power_grid.png
The bar under the picture is 20 microns long. Pins as bars on the die edge. Tap cells in gray.
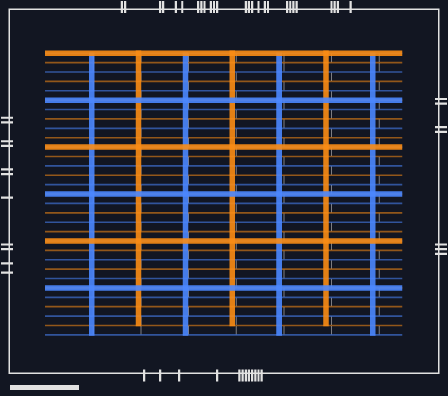
placement_by_type.png
The bar under the picture is 20 microns long.
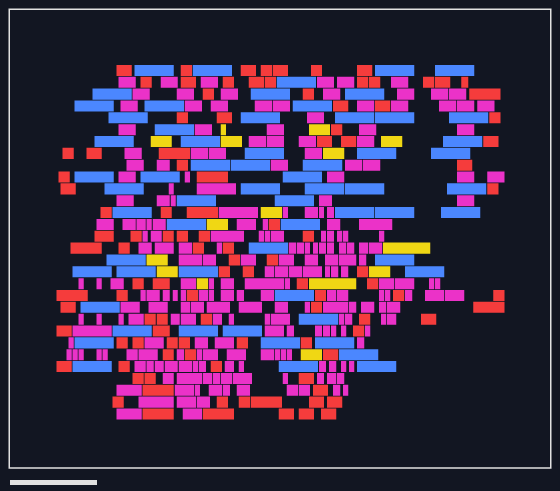
clk_routes.png
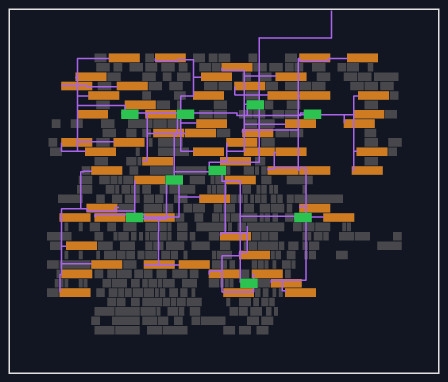
wires.png
The bar under the picture is 20 microns long. Two of the layers only.
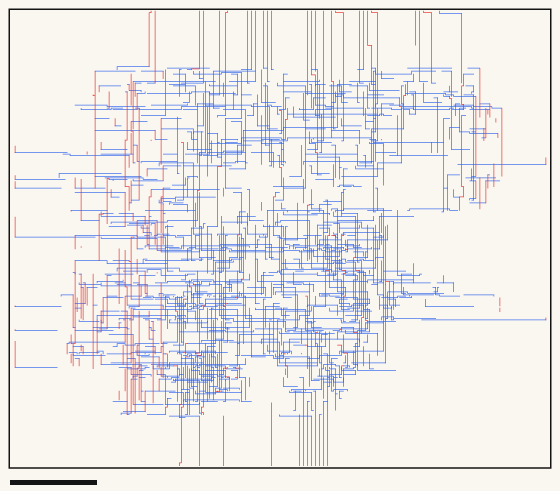
placement.png
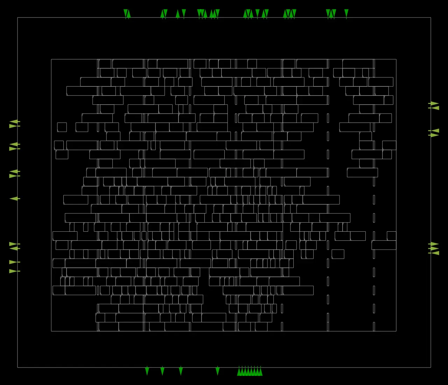
==> src/rtl/psum_drain_pkg.sv <==
// Shared PE constants and the drain FSM encoding.
// Latency: n/a (types and constants only).
// Backpressure: n/a.
package psum_drain_pkg;

  // psum word width, spad address width and spad depth shared with the
  // spad array and the capture-register logic on the fill side
  localparam int PSUM_DATA_WIDTH = 16;
  localparam int PSUM_ADDR_WIDTH = 5;
  localparam int PSUM_DEPTH      = 24;

  typedef enum logic [1:0] {
    ST_IDLE = 2'd0,
    ST_RUN  = 2'd1,
    ST_DONE = 2'd2
  } drain_state_e;

endpackage

==> src/rtl/psum_skid_fifo.sv <==
// Two-entry FIFO used to absorb read latency and consumer stalls.
// Latency: a pushed word is visible at head one clk after the push edge.
// Backpressure: full/empty are reported; push while full is taken only with a pop.
module psum_skid_fifo #(
  parameter int DATA_WIDTH = 16
) (
  input  logic                  clk,
  input  logic                  reset,
  input  logic                  push,
  input  logic [DATA_WIDTH-1:0] push_data,
  input  logic                  pop,
  output logic [DATA_WIDTH-1:0] head,
  output logic [1:0]            occ,
  output logic                  full,
  output logic                  empty
);

  logic [DATA_WIDTH-1:0] mem [2];
  logic                  wr_ptr;
  logic                  rd_ptr;
  logic                  do_push;
  logic                  do_pop;

  assign full    = (occ == 2'd2);
  assign empty   = (occ == 2'd0);
  // a full buffer still accepts a push when the head leaves on the same edge
  assign do_push = push && (!full || pop);
  assign do_pop  = pop && !empty;
  assign head    = mem[rd_ptr];

  // storage, pointers and occupancy; everything moves on the falling edge
  always_ff @(negedge clk or negedge reset) begin
    if (!reset) begin
      mem[0] <= '0;
      mem[1] <= '0;
      wr_ptr <= 1'b0;
      rd_ptr <= 1'b0;
      occ    <= 2'd0;
    end else begin
      if (do_push) begin
        mem[wr_ptr] <= push_data;
        wr_ptr      <= ~wr_ptr;
      end
      if (do_pop) begin
        rd_ptr <= ~rd_ptr;
      end
      case ({do_push, do_pop})
        2'b10:   occ <= occ + 2'd1;
        2'b01:   occ <= occ - 2'd1;
        default: occ <= occ;
      endcase
    end
  end

endmodule

==> src/rtl/psum_drain.sv <==
// Reads len psum words from the spad starting at base_addr and streams them out.
// Latency: first out_valid 3 falling edges after start; one word/cycle with out_ready high.
// Backpressure: reads are issued only when a buffer slot is guaranteed; stalls hold out_data.
module psum_drain
  import psum_drain_pkg::*;
#(
  parameter int DATA_WIDTH = PSUM_DATA_WIDTH,
  parameter int ADDR_WIDTH = PSUM_ADDR_WIDTH,
  parameter int DEPTH      = PSUM_DEPTH
) (
  input  logic                  clk,
  input  logic                  reset,
  input  logic                  start,
  input  logic [ADDR_WIDTH-1:0] base_addr,
  input  logic [ADDR_WIDTH:0]   len,
  output logic                  rd_en,
  output logic [ADDR_WIDTH-1:0] rd_addr,
  input  logic [DATA_WIDTH-1:0] rd_data,
  output logic [DATA_WIDTH-1:0] out_data,
  output logic                  out_valid,
  input  logic                  out_ready,
  output logic                  busy,
  output logic                  done
);

  localparam int            CW      = ADDR_WIDTH + 1;
  localparam logic [CW-1:0] DEPTH_C = CW'(DEPTH);

  drain_state_e          state;
  drain_state_e          state_nxt;

  logic [ADDR_WIDTH-1:0] base_q;
  logic [CW-1:0]         len_q;
  logic [CW-1:0]         issue_cnt;
  logic [CW-1:0]         sent_cnt;
  logic                  inflight;

  logic [CW-1:0]         len_clamped;
  logic [ADDR_WIDTH-1:0] base_norm;
  logic [CW-1:0]         addr_sum;
  logic [2:0]            pending;
  logic                  slot_ok;
  logic                  pop;
  logic                  last_pop;

  logic [1:0]            buf_occ;
  logic                  buf_full;
  logic                  buf_empty;

  // oversize requests drain the whole spad once
  assign len_clamped = (len > DEPTH_C) ? DEPTH_C : len;
  // fold an out-of-range base back into the spad so one subtract wraps rd_addr
  assign base_norm   = ({1'b0, base_addr} >= DEPTH_C) ? (base_addr - ADDR_WIDTH'(DEPTH)) : base_addr;

  assign addr_sum  = {1'b0, base_q} + issue_cnt;
  assign rd_addr   = (addr_sum >= DEPTH_C) ? ADDR_WIDTH'(addr_sum - DEPTH_C) : addr_sum[ADDR_WIDTH-1:0];

  assign out_valid = !buf_empty;
  assign pop       = out_valid && out_ready;
  assign last_pop  = pop && ((sent_cnt + 1'b1) == len_q);

  // words already committed to the buffer: held plus the one still in the spad pipe;
  // a pop this cycle frees a slot for the next read
  assign pending = {1'b0, buf_occ} + {2'b00, inflight};
  assign slot_ok = pending < (3'd2 + {2'b00, pop});

  psum_skid_fifo #(
    .DATA_WIDTH(DATA_WIDTH)
  ) u_skid (
    .clk      (clk),
    .reset    (reset),
    .push     (inflight),
    .push_data(rd_data),
    .pop      (pop),
    .head     (out_data),
    .occ      (buf_occ),
    .full     (buf_full),
    .empty    (buf_empty)
  );

  // state register
  always_ff @(negedge clk or negedge reset) begin
    if (!reset) begin
      state <= ST_IDLE;
    end else begin
      state <= state_nxt;
    end
  end

  // next-state: a zero-length drain still reports completion
  always_comb begin
    state_nxt = state;
    case (state)
      ST_IDLE: begin
        if (start) begin
          state_nxt = (len_clamped == '0) ? ST_DONE : ST_RUN;
        end
      end
      ST_RUN: begin
        if (last_pop) begin
          state_nxt = ST_DONE;
        end
      end
      ST_DONE: state_nxt = ST_IDLE;
      default: state_nxt = ST_IDLE;
    endcase
  end

  // outputs: read strobe only in RUN with words left and a slot guaranteed
  always_comb begin
    rd_en = 1'b0;
    busy  = 1'b0;
    done  = 1'b0;
    case (state)
      ST_RUN: begin
        busy  = 1'b1;
        rd_en = (issue_cnt < len_q) && slot_ok;
      end
      ST_DONE: begin
        busy = 1'b1;
        done = 1'b1;
      end
      default: begin
        busy = 1'b0;
      end
    endcase
  end

  // request latch, issue/sent counters and the one-cycle read-in-flight flag
  always_ff @(negedge clk or negedge reset) begin
    if (!reset) begin
      base_q    <= '0;
      len_q     <= '0;
      issue_cnt <= '0;
      sent_cnt  <= '0;
      inflight  <= 1'b0;
    end else begin
      inflight <= rd_en;
      if ((state == ST_IDLE) && start) begin
        base_q    <= base_norm;
        len_q     <= len_clamped;
        issue_cnt <= '0;
        sent_cnt  <= '0;
      end else begin
        if (rd_en) begin
          issue_cnt <= issue_cnt + 1'b1;
        end
        if (pop && (state == ST_RUN)) begin
          sent_cnt <= sent_cnt + 1'b1;
        end
      end
    end
  end

  // a returning read must always find room in the buffer
  a_no_overflow: assert property (@(negedge clk) disable iff (!reset) !(inflight && buf_full && !pop));

endmodule

==> config.mk <==
export PLATFORM = sky130hd
export DESIGN_NAME = psum_drain
export DESIGN_NICKNAME = d
export VERILOG_FILES = /design/src/rtl/psum_drain_pkg.sv /design/src/rtl/psum_skid_fifo.sv /design/src/rtl/psum_drain.sv
export SDC_FILE = /design/constraint.sdc
export NUM_CORES = 1
export LEC_CHECK = 0
export CAP_MARGIN = 20
export CORE_AREA = 10 10 114 95
export CTS_CLUSTER_SIZE = 28
export DETAILED_ROUTE_END_ITERATION = 8
export DIE_AREA = 0 0 124 105
export PLACE_DENSITY = 0.71
export SYNTH_ARGS = -nofsm -noshare
export SYNTH_HDL_FRONTEND = slang
export SYNTH_SLANG_ARGS = --single-unit
==> constraint.sdc <==
create_clock -name clk -period 4.65 [get_ports clk]
set_input_delay 0.6975 -clock clk [delete_from_list [all_inputs] [get_ports clk]]
set_output_delay 0.6975 -clock clk [all_outputs]
set_load 0.05 [all_outputs]
==> impl_metrics.ini <==
; flow metrics
[sta]
finalHoldViolations = 0
setup_slack_ns = -0.727
hold-worst-slack_ns = 0.438
setup_viol_count_final = 4
worst_slew_pin_slew_ns = 0.462

[power_and_ir_drop]
power_density_nw_per_um2 = 759
p_total_uw = 3680

[grt]
grt_pass1_wl_mm = 13.2
grt_pass1_vias = 2763
grt_max_degree = 63

[place]
placed_cell_area_sq_um = 4390

[synth]
synth-main-ff-cell = dfrtn_1
yosysTopAreaCellShare = 0.461
syn-num-nets = 354
edf_count = 0
syn_inst = 304
ys_chip_area_sq_um = 3360
ys.flops = 62

[route]
dr_wl_met3_microns = 340
drcViolationCount = 0
vias_per_cell = 4.97

[outcome]
violations = negative setup slack
status = finished, violations left

[die]
chipArea_sq_um = 13000

[finish]
final_cell_mix = buf_4, dfrtn_1, mux2_2, nand2_1, clkdlybuf4s50_1

[run]
log.warning_count = 31

[setup_path]
worst_ep_required_time_ns = 3.95
cp-startpoint = issue_cnt[0]

[clock_network]
clk_path_buf_depth = 2
About power_grid.png:
Key: VSS = blue; VDD = orange
112 tap cells. The core has 30 rows.
die width: 124 microns
die height: 105 microns

About placement_by_type.png:
Key: sequential cells = blue [cells 62]; combinational and other logic = magenta [cells 230]; clock drivers and dummy loads = yellow [cells 15]; remaining buffers and delay cells = red [cells 106]
finished layout cell area: 4840 sq um
# rows: 30
Util after Layout: 0.574
sequential cell area share: 0.320
core area: 8450 sq um

About clk_routes.png:
Key: flip-flops = orange [count 62]; clock drivers = green [count 9]; clock wires = purple [length 911 microns]
There are 10 routed clock nets.
Clk pwr share: 0.147
clk_skew: 0.00457 ns
Clock net power: 541 uW
clock latency on the worst-skew pair: 0.33 ns

About wires.png:
Key: metal 2 = red [wire length 3,980 microns]; metal 1 = blue [wire length 3,600 microns]
gr usage total: 0.124
Routed wire per std cell: 15.2 microns
via count: 2,608
DRT Wirelength: 8.00 mm

About placement.png:
fillers: 720
n_taps: 112
Cell Count, Final, Fillers Out: 525
flop count: 62

[sequential cells by signal, indices dropped and copies added, names as in the netlist, 2 cells and up]
name        cells
state           2
len_q           6
base_q          5
u_skid.mem     32
u_skid.occ      2
sent_cnt        6
issue_cnt       6
[logic make-up after synthesis]
| family | after synthesis | share of synthesized area |
|---|---|---|
| compound gates | 47 | 0.0930 |
| xor+xnor | 23 | 0.0622 |
| fa+ha+maj | 19 | 0.0729 |
| buf+inv | 24 | 0.0305 |
| flops | 62 | 0.461 |
| mux | 50 | 0.167 |
| simple gates | 79 | 0.113 |
[layer usage]
metal | up-vias | global-route usage
met1 | 1278 | 0.153
met3 | 7 | 0.0430
met2 | 51 | 0.200
met5 | - | 0
met4 | 0 | 0.0369
li1 | 1272 | -
[per-stage QoR]
stage                     setup slack, ns  TNS (ns)
final                              -0.727     -1.79
after CTS                          -0.744     -1.81
after global placement             -0.312     -2.79
after floorplan                    -0.378    -0.824
after detailed placement           -0.450     -3.29
after global routing               -0.832     -2.19
[what timing repair did]
item / 4_1_cts / 5_1_grt
hold endpoints to repair: 0 / 0
setup buffers: 5 / 9
hold buffers: 0 / 0
resized: 16 / 13
endpoints found under the setup margin: 4 / 18
pin swaps: 8 / 10
[where the power goes]
group          internal [uW]  total, uW  switching, uW
logic                   1030       2220           1190
registers                783        917            134
clock network            329        541            212
[critical path: stages, from the launching register on]
cell,delay [ns]
dfrtn_1,0.38
ha_4,0.18
fa_2,0.33
a21o_1,0.18
and2_4,0.18
nor3b_2,0.17
o21ai_1,0.10
nor4_2,0.18
a211o_2,0.18
buf_12,0.13
[final cells by class]
cell class,count,area share
clock buffer,12,0.0320
clock inverter,3,0.0139
timing repair buffer,106,0.209
sequential,62,0.320
multi-input combinational,218,0.386
inverter,12,0.00930
tap,112,0.0289
Power is estimated from default activity; no workload was simulated.
